[src/rtl/control_unit_pkg.sv]
// Shared types, encodings and decode helpers for the multi-cycle control unit.
package control_unit_pkg;

  typedef logic [31:0] t_data;

  typedef enum logic [2:0] {
    ALU_OP_ADD,
    ALU_OP_SUB,
    ALU_OP_XOR,
    ALU_OP_OR,
    ALU_OP_AND
  } t_alu_operation;

  typedef enum logic [2:0] {
    ST_FETCH,
    ST_DECODE,
    ST_EXECUTE,
    ST_MEMORY,
    ST_WRITEBACK,
    ST_TRAP
  } t_state;

  localparam logic [6:0] OPC_OP     = 7'b0110011;
  localparam logic [6:0] OPC_OP_IMM = 7'b0010011;
  localparam logic [6:0] OPC_LOAD   = 7'b0000011;
  localparam logic [6:0] OPC_STORE  = 7'b0100011;
  localparam logic [6:0] OPC_BRANCH = 7'b1100011;

  localparam logic [2:0] F3_ADD_SUB = 3'b000;
  localparam logic [2:0] F3_XOR     = 3'b100;
  localparam logic [2:0] F3_OR      = 3'b110;
  localparam logic [2:0] F3_AND     = 3'b111;
  localparam logic [2:0] F3_LW      = 3'b010;
  localparam logic [2:0] F3_SW      = 3'b010;
  localparam logic [2:0] F3_BEQ     = 3'b000;
  localparam logic [2:0] F3_BNE     = 3'b001;

  localparam logic [6:0] F7_BASE = 7'b0000000;
  localparam logic [6:0] F7_SUB  = 7'b0100000;

  function automatic logic is_legal(input t_data instr);
    logic [6:0] opc;
    logic [2:0] f3;
    logic [6:0] f7;
    logic       legal;
    opc   = instr[6:0];
    f3    = instr[14:12];
    f7    = instr[31:25];
    legal = 1'b0;
    case (opc)
      OPC_OP:     legal = ((f7 == F7_BASE) && (f3 inside {F3_ADD_SUB, F3_XOR, F3_OR, F3_AND})) ||
                          ((f7 == F7_SUB) && (f3 == F3_ADD_SUB));
      OPC_OP_IMM: legal = f3 inside {F3_ADD_SUB, F3_XOR, F3_OR, F3_AND};
      OPC_LOAD:   legal = (f3 == F3_LW);
      OPC_STORE:  legal = (f3 == F3_SW);
      OPC_BRANCH: legal = (f3 == F3_BEQ) || (f3 == F3_BNE);
      default:    legal = 1'b0;
    endcase
    return legal;
  endfunction

  // Loads, stores and anything not arithmetic fall back to ADD for address generation.
  function automatic t_alu_operation alu_op_of(input t_data instr);
    t_alu_operation op;
    op = ALU_OP_ADD;
    if (instr[6:0] == OPC_BRANCH) begin
      op = ALU_OP_SUB;
    end else if ((instr[6:0] == OPC_OP) || (instr[6:0] == OPC_OP_IMM)) begin
      case (instr[14:12])
        F3_XOR:  op = ALU_OP_XOR;
        F3_OR:   op = ALU_OP_OR;
        F3_AND:  op = ALU_OP_AND;
        default: op = ((instr[6:0] == OPC_OP) && (instr[31:25] == F7_SUB)) ? ALU_OP_SUB : ALU_OP_ADD;
      endcase
    end
    return op;
  endfunction

endpackage

[src/rtl/control_unit_imm_gen.sv]
// Combinational immediate generator: sign-extended I, S or B immediate selected by opcode.
module imm_gen
  import control_unit_pkg::*;
(
  input  t_data instruction_i,
  output t_data imm_o
);

  logic unused_bits;
  assign unused_bits = ^instruction_i[19:12];

  always_comb begin
    imm_o = '0;
    case (instruction_i[6:0])
      OPC_OP_IMM, OPC_LOAD:
        imm_o = {{20{instruction_i[31]}}, instruction_i[31:20]};
      OPC_STORE:
        imm_o = {{20{instruction_i[31]}}, instruction_i[31:25], instruction_i[11:7]};
      OPC_BRANCH:
        imm_o = {{19{instruction_i[31]}}, instruction_i[31], instruction_i[7],
                 instruction_i[30:25], instruction_i[11:8], 1'b0};
      default:
        imm_o = '0;
    endcase
  end

endmodule

[src/rtl/control_unit.sv]
// Multi-cycle control FSM: fetch, decode, execute, optional memory, writeback,
// with a request timeout and a sticky trap state.
module control_unit
  import control_unit_pkg::*;
#(
  parameter int MEM_TIMEOUT = 255
) (
  input  logic           i_clk,
  input  logic           i_rst_n,
  output logic           o_imem_req,
  input  logic           i_imem_ack,
  input  t_data          i_instruction,
  output logic           o_dmem_req,
  output logic           o_dmem_we,
  input  logic           i_dmem_ack,
  output logic [4:0]     o_rs1,
  output logic [4:0]     o_rs2,
  output logic [4:0]     o_rd,
  output t_data          o_imm,
  output t_alu_operation o_alu_operation,
  output logic           o_alu_src_imm,
  input  logic           i_alu_zero,
  output logic           o_reg_write,
  output logic           o_wb_sel_mem,
  output logic           o_pc_write,
  output logic           o_pc_branch,
  output logic           o_trap
);

  localparam int CNT_W = (MEM_TIMEOUT < 2) ? 1 : $clog2(MEM_TIMEOUT);

  t_state           state_q, state_d;
  t_data            ir_q, ir_d;
  logic [CNT_W-1:0] cnt_q, cnt_d;
  logic             taken_q, taken_d;
  logic             mem_wait;

  logic [6:0] opcode;
  logic [2:0] funct3;
  logic       is_rtype, is_itype, is_load, is_store, is_branch;

  assign opcode    = ir_q[6:0];
  assign funct3    = ir_q[14:12];
  assign is_rtype  = (opcode == OPC_OP);
  assign is_itype  = (opcode == OPC_OP_IMM);
  assign is_load   = (opcode == OPC_LOAD);
  assign is_store  = (opcode == OPC_STORE);
  assign is_branch = (opcode == OPC_BRANCH);

  assign o_rs1 = ir_q[19:15];
  assign o_rs2 = ir_q[24:20];
  assign o_rd  = ir_q[11:7];

  imm_gen u_imm_gen (
    .instruction_i (ir_q),
    .imm_o         (o_imm)
  );

  always_ff @(posedge i_clk or negedge i_rst_n) begin
    if (!i_rst_n) begin
      state_q <= ST_FETCH;
      ir_q    <= '0;
      cnt_q   <= '0;
      taken_q <= 1'b0;
    end else begin
      state_q <= state_d;
      ir_q    <= ir_d;
      cnt_q   <= cnt_d;
      taken_q <= taken_d;
    end
  end

  always_comb begin
    state_d         = state_q;
    ir_d            = ir_q;
    cnt_d           = '0;
    taken_d         = taken_q;
    mem_wait        = 1'b0;
    o_imem_req      = 1'b0;
    o_dmem_req      = 1'b0;
    o_dmem_we       = 1'b0;
    o_alu_operation = ALU_OP_ADD;
    o_alu_src_imm   = 1'b0;
    o_reg_write     = 1'b0;
    o_wb_sel_mem    = 1'b0;
    o_pc_write      = 1'b0;
    o_pc_branch     = 1'b0;
    o_trap          = 1'b0;

    case (state_q)
      // The fetch request is gated by reset so it stays low until reset is released.
      ST_FETCH: begin
        o_imem_req = i_rst_n;
        if (i_imem_ack) begin
          ir_d    = i_instruction;
          state_d = ST_DECODE;
        end else begin
          mem_wait = 1'b1;
        end
      end
      ST_DECODE: begin
        state_d = is_legal(ir_q) ? ST_EXECUTE : ST_TRAP;
      end
      ST_EXECUTE: begin
        o_alu_operation = alu_op_of(ir_q);
        o_alu_src_imm   = is_itype || is_load || is_store;
        taken_d         = is_branch && ((funct3 == F3_BNE) ? !i_alu_zero : i_alu_zero);
        state_d         = (is_load || is_store) ? ST_MEMORY : ST_WRITEBACK;
      end
      ST_MEMORY: begin
        o_dmem_req = 1'b1;
        o_dmem_we  = is_store;
        if (i_dmem_ack) begin
          state_d = ST_WRITEBACK;
        end else begin
          mem_wait = 1'b1;
        end
      end
      ST_WRITEBACK: begin
        o_pc_write   = 1'b1;
        o_reg_write  = (is_rtype || is_itype || is_load) && (o_rd != 5'd0);
        o_wb_sel_mem = is_load;
        o_pc_branch  = taken_q;
        state_d      = ST_FETCH;
      end
      ST_TRAP: begin
        o_trap = 1'b1;
      end
      default: begin
        state_d = ST_TRAP;
      end
    endcase

    // Any state change leaves cnt_d at zero; only an unanswered request keeps counting.
    if (mem_wait) begin
      if (cnt_q == CNT_W'(MEM_TIMEOUT - 1)) begin
        state_d = ST_TRAP;
      end else begin
        cnt_d = cnt_q + 1'b1;
      end
    end
  end

endmodule
[config.mk]
export PLATFORM = sky130hd
export DESIGN_NAME = control_unit
export DESIGN_NICKNAME = d
export VERILOG_FILES = /design/src/rtl/control_unit_pkg.sv /design/src/rtl/control_unit_imm_gen.sv /design/src/rtl/control_unit.sv
export SDC_FILE = /design/constraint.sdc
export NUM_CORES = 1
export LEC_CHECK = 0
export CAP_MARGIN = 20
export CORE_MARGIN = 5
export CORE_UTILIZATION = 45
export DETAILED_ROUTE_END_ITERATION = 6
export HOLD_SLACK_MARGIN = 0.1
export PLACE_DENSITY_LB_ADDON = 0.15
export RECOVER_POWER = 100
export REMOVE_ABC_BUFFERS = 1
export SLEW_MARGIN = 20
export SYNTH_ARGS = -nofsm -noshare
export SYNTH_HDL_FRONTEND = slang
export SYNTH_SLANG_ARGS = --single-unit
[constraint.sdc]
create_clock -name i_clk -period 5.3 [get_ports i_clk]
set_input_delay 1.06 -clock i_clk [delete_from_list [all_inputs] [get_ports i_clk]]
set_output_delay 1.06 -clock i_clk [all_outputs]
set_load 0.05 [all_outputs]
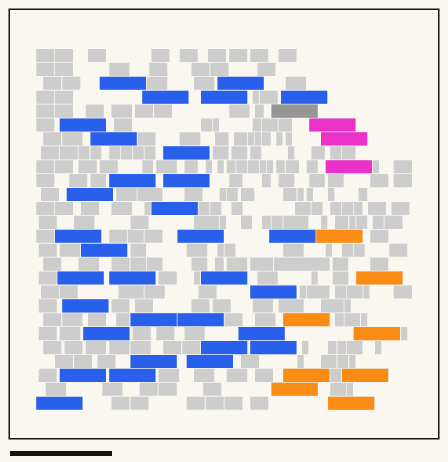
(run_1/ff_map.png)
Bar = 20 um. Other sequential cells in the stronger gray, the rest of the logic in the fainter gray.
| color | signal | sequential cells |
|---|---|---|
| blue | `ir_q` | 32 |
| orange | `cnt_q` | 8 |
| magenta | `state_q` | 3 |
not colored: 1

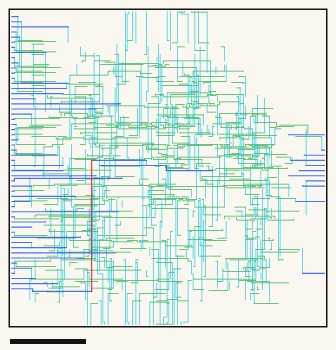
(run_1/layers.png)
Bar = 20 um.
| color | layer | wire length |
|---|---|---|
| red | M4 | 34.7 um |
| cyan | M2 | 2560 um |
| green | M1 | 2400 um |
| blue | M3 | 561 um |

==> reports/summary.txt, run 1 <==
post-DP HPWL - 4240 um
Routed Antenna Nets - 0
Fillers - 440
first-pass GRT wire length - 9420 um
Clock Sinks - 44
count of non-CTS buffers in the layout - 97
Sum Neg Setup Slack - 0 ps
highest-power group - sequential cells
Top cells excl fill/tap - dlygate4sd3_1 (60), dfrtp_1 (44), clkdlybuf4s50_1 (34)
Inverters - 2
R2R cell count - 4
num rows - 26
run status - complete, but fails checks
violated checks - max-capacitance violations, max-slew violations
Largest logic family - simple AND/OR/NAND/NOR gates
Initial DRC Count - 40
adder share - 1.02%
Synth Area in Compound Gates - 5.99%
P_leak - 0.00156 uW
DIE AREA - 0.00700 mm^2
CP max stage delay - 960 ps
maxcap violations - 2
worst slew pin tran - 2310 ps
Sw Ratio - 18.8%
final WL - 5560 um
fin nets - 329
Async S/R FF share, synth - 100%
met1 WL - 2400 um
tool warnings - 26
Top FF cell, synth - dfrtp_1
hold slack - 488 ps
Simple Share, Synth - 18.0%
top cells by count, synth - dfrtp_1 (44), buf_4 (37), mux2_2 (32)
period utilisation layout - 76.9%
reg2reg end - ir_q[14]$_DFFE_PN0P_
Ys Warns - 0
final worst path period need - 4080 ps
XOR Share, Synth - 2.51%
max-slew violation count - 79
CP endpoint kind - output pin
Comb/total area - 31.5%
H-tree Lvls - 2
via-per-instance ratio - 5.01
Main area contributors - dfrtp_1 (45%), mux2_2 (15%), buf_4 (11%)
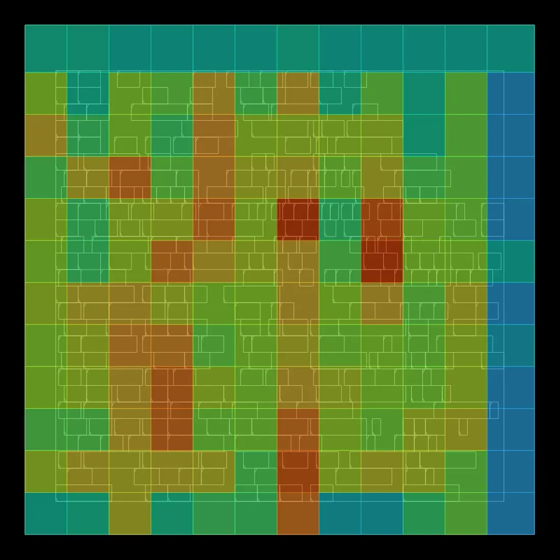
(run_1/congestion_map.png)
met3 Track Usage GR: 7.60%
final core occ: 63.1%

==> run_1/closeup.png <==
Bar = 5 um. Region (32, 49) to (52, 69) um. Cells in gray, sequential cells in the stronger gray; small squares are vias.
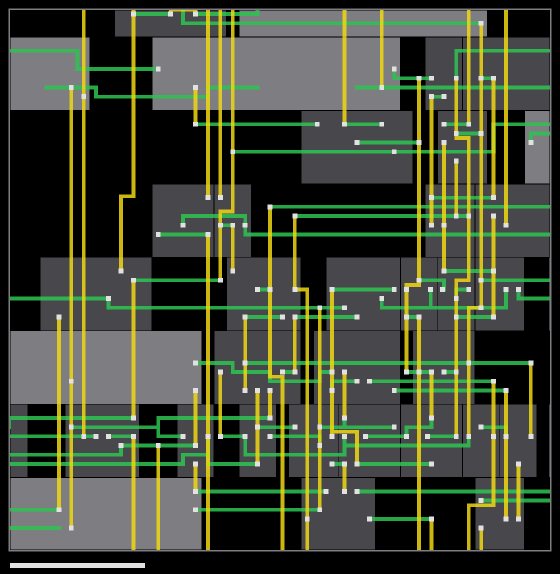

==> inputs of run 2 (changes only) <==
Settings changed: CORE_UTILIZATION 45 to 44.
Clock period 5.3 ns to 4 ns, I/O delays scaled along.
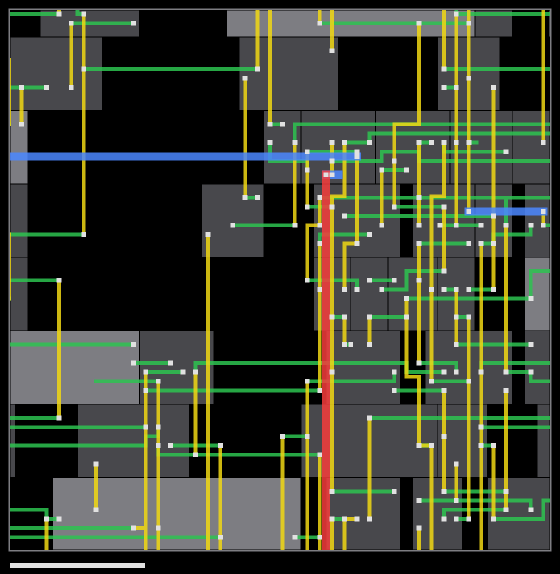
(run_2/closeup.png)
Bar = 5 um. Region (32, 49) to (52, 69) um. Cells in gray, sequential cells in the stronger gray; small squares are vias.
| color | layer |
|---|---|
| green | M1 |
| blue | M3 |
| red | M4 |
| yellow | M2 |
netlist names of flops here include: `ir_q` (2)
most frequent: nand2_1 (4), nor2_1 (3)
sequential cells in the window: 2
cells with their middle in the window: 28

==> run 2 against run 1 <==
  * The run still ends with max-capacitance violations, max-slew violations left
  * Register-to-register slack worse by 1300 ps
  * Wire length decreased by 4.0%
  * Sequential power up 33%
  * Area after synthesis stayed put
  * First-iteration DRC count is 90% higher
  * Total power rose by 33%
  * Clock power rose by 33%
  * Largest power group unchanged
==> reports/summary.txt, run 2 <==
H-tree Lvls - 2 (unchanged)
num rows - 27 (+3.8%)
Critical path destination - o_imm[7]
final WL - 5340 um (-4.0%)
clock buffers - 5
Most Frequent Cell on Critical Path - nor2_1
CP startpoint - ir_q[2]$_DFFE_PN0P_
CP required - 3200 ps
Buf/Inv on CP - 1
P_leak - 0.00151 uW (-2.8%)
Comb. pwr - 44.5 uW
first-pass GRT wire length - 8940 um (-5.1%)
final worst path period need - 3550 ps
Antenna Cells - 0
max-slew violation count - 79 (unchanged)
Worst-path clk slew - 80 ps
metal2 WL - 2430 um
highest-power group - sequential cells
run status - complete, but fails checks
WP data arrival - 2750 ps
Top cells excl fill/tap - dfrtp_1 (44), clkdlybuf4s50_1 (38), dlygate4sd3_1 (36)
Fillers - 499 (+13%)
top cells by count, synth - dfrtp_1 (44), buf_4 (37), mux2_2 (32)
Largest logic family - simple AND/OR/NAND/NOR gates
floorplan core density - 44.9%
count of library flops with an enable pin - 0
met2 usage - 23.4%
R2R cell count - 4 (unchanged)
critical path's slowest cell - dlygate4sd3_1
TritonCTS clock tree - built
Sequential Area - 0.00110 mm^2
adder share - 1.02% (unchanged)
Commonest Layout Cell - dfrtp_1
Simple Share, Synth - 18.0% (unchanged)
Die Span X - 84.5 um
CP endpoint kind - output pin
mi-comb count - 140
RSZ-0062 raised after global routing - no
fin nets - 330 (+0.30%)
Hold Path Class - reg2reg
Final Wtd Congestion - 0.769
area delta synth->final - 31.2%
most numerous cell in the Yosys netlist - dfrtp_1
reg2reg end - ir_q[25]$_DFFE_PN0P_
Ys Warns - 0 (unchanged)
Hold Path Cell Cnt - 1
Initial DRC Count - 76 (+90%)
yosys synthesis chip area - 0.00244 mm^2
post-placement cell area - 0.00315 mm^2
Top FF cell, synth - dfrtp_1
Post-Layout Cell Count - 362
hold slack - 504 ps (+15.2 ps)
Main area contributors - dfrtp_1 (45%), mux2_2 (15%), buf_4 (11%)
initial antenna violation count - 0
period utilisation layout - 88.8%
Clock Sinks - 44 (unchanged)
met1 WL - 2300 um (-4.5%)
# IOs - 96
Tot Pwr - 806 uW
Routed Antenna Nets - 0 (unchanged)
Post-synth mux share - 14.7%
Inverters - 2 (unchanged)
post-DP HPWL - 4040 um (-4.7%)
Sum Neg Setup Slack - 0 ps (unchanged)
average wire per standard cell - 14.7 um
worst slew pin tran - 2370 ps (+60.8 ps)
CTS Buffer Depth - 2
Flop pwr share - 55.1%
drt drc - 0
placed cell count - 356
final core occ - 59.0% (-4.1 points)
tool warnings - 26 (unchanged)
count of non-CTS buffers in the layout - 98 (+1.0%)
Largest register FFs - 32
Biggest register - ir_q
hold_buf cts - 0
violated checks - max-capacitance violations, max-slew violations
met3 Track Usage GR - 7.16% (-0.44 points)
Sw Ratio - 18.9% (+0.10 points)
DRT Pass-1 Iters - 4
DIE AREA - 0.00714 mm^2 (+2.0%)
Synth Area in Compound Gates - 5.99% (unchanged)
VDD IR max - 0.251 mV
maxcap violations - 2 (unchanged)
via-per-instance ratio - 5.04 (+0.44%)
CP max stage delay - 880 ps (-80 ps)
Async S/R FF share, synth - 100% (unchanged)
Comb/total area - 32.1% (+0.58 points)
XOR Share, Synth - 2.51% (unchanged)
==> run_2/layers.png <==
Bar = 20 um.
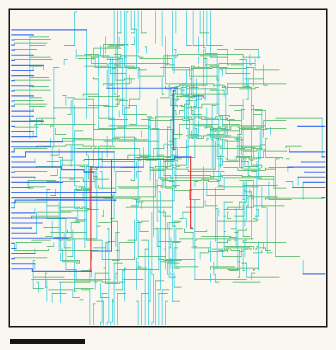

==> inputs of run 3 (changes only) <==
Settings changed: CORE_UTILIZATION 44 to 45, SYNTH_HIERARCHICAL from default to 1.
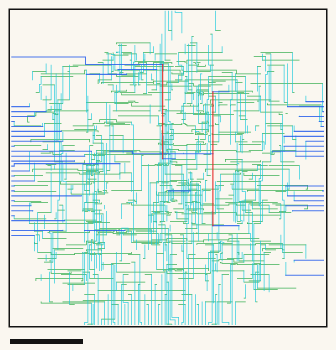
(run_3/layers.png)
Bar = 20 um.
| color | layer | wire length |
|---|---|---|
| green | M1 | 2520 um |
| blue | M3 | 507 um |
| red | M4 | 62.6 um |
| cyan | M2 | 2930 um |

==> run 3 against run 2 <==
  * The flow still finishes with violations (max-capacitance violations, max-slew violations)
  * Via count is 4.2% higher
  * Clock skew is 1.6 ps higher
  * Largest power group unchanged
  * Non-clock buffer count is 1 lower
  * Area after synthesis is 8.3% higher
  * Global-route usage is 1.0 points higher
  * Die area is 5.2% higher
  * Register-to-register slack worse by 110 ps
  * Wire length is 13% higher
==> reports/summary.txt, run 3 <==
run status - complete, but fails checks
violated checks - max-capacitance violations, max-slew violations
Tot Pwr - 825 uW (+2.4%)
metal2 WL - 2930 um (+21%)
CP endpoint kind - output pin
via-per-instance ratio - 5.05 (+0.29%)
Async S/R FF share, synth - 100% (unchanged)
Sequential Area - 0.00110 mm^2 (unchanged)
Post-Layout Cell Count - 376 (+3.9%)
adder share - 0.946% (-0.078 points)
Largest logic family - simple AND/OR/NAND/NOR gates
hold slack - 481 ps (-23.0 ps)
Post-synth mux share - 16.8% (+2.1 points)
VDD IR max - 0.149 mV (-41%)
Hold Path Class - reg2reg
CP required - 3200 ps (about the same)
Hold Path Cell Cnt - 1 (unchanged)
Worst-path clk slew - 80 ps (about the same)
initial antenna violation count - 0 (unchanged)
Sw Ratio - 20.0% (+1.1 points)
hold_buf cts - 0 (unchanged)
clock buffers - 6 (+1)
highest-power group - sequential cells
num rows - 28 (+3.7%)
DRT Pass-1 Iters - 4 (unchanged)
count of non-CTS buffers in the layout - 97 (-1.0%)
Fillers - 545 (+9.2%)
Flop pwr share - 53.8% (-1.3 points)
worst slew pin tran - 2380 ps (+12.8 ps)
CP max stage delay - 900 ps (+20 ps)
average wire per standard cell - 16.0 um (+8.6%)
# IOs - 96 (unchanged)
most numerous cell in the Yosys netlist - dfrtp_1
TritonCTS clock tree - built
final core occ - 58.2% (-0.72 points)
post-DP HPWL - 4430 um (+9.7%)
CP startpoint - ir_q[5]$_DFFE_PN0P_
Synth Seq Share - 41.6%
area delta synth->final - 28.0%
Inverters - 3 (+1)
P_leak - 0.00162 uW (+7.0%)
Clock Sinks - 44 (unchanged)
Synth Area in Compound Gates - 5.11% (-0.88 points)
mi-comb count - 149 (+6.4%)
tool warnings - 26 (unchanged)
drt drc - 0 (unchanged)
Buf/Inv on CP - 2 (+1)
final WL - 6020 um (+13%)
Sum Neg Setup Slack - 0 ps (unchanged)
vias in the first global route - 1939
DIE AREA - 0.00751 mm^2 (+5.2%)
H-tree Lvls - 2 (unchanged)
Largest register FFs - 32 (unchanged)
final worst path period need - 3550 ps (-3.33 ps)
CTS Buffer Depth - 2 (unchanged)
post-placement cell area - 0.00336 mm^2 (+6.8%)
Simple Share, Synth - 19.8% (+1.8 points)
max-slew violation count - 80 (+1.3%)
Routed Antenna Nets - 0 (unchanged)
maxcap violations - 2 (unchanged)
Biggest register - ir_q
Final Wtd Congestion - 0.783 (+1.8%)
XOR Share, Synth - 2.32% (-0.19 points)
RSZ-0062 raised after global routing - no
Comb. pwr - 45.4 uW (+2%)
critical path's slowest cell - dlygate4sd3_1
period utilisation layout - 88.7% (about the same)
R2R cell count - 3 (-1)
Commonest Layout Cell - dlygate4sd3_1
reg2reg end - ir_q[15]$_DFFE_PN0P_
Top FF cell, synth - dfrtp_1
Top cells excl fill/tap - dlygate4sd3_1 (60), dfrtp_1 (44), clkdlybuf4s50_1 (34)
Main area contributors - dfrtp_1 (42%), mux2_4 (11%), buf_4 (9.9%)
Ys Warns - 6 (+6)
count of library flops with an enable pin - 0 (unchanged)
Power figures rest on the tool's default switching activity, not on a simulated workload.
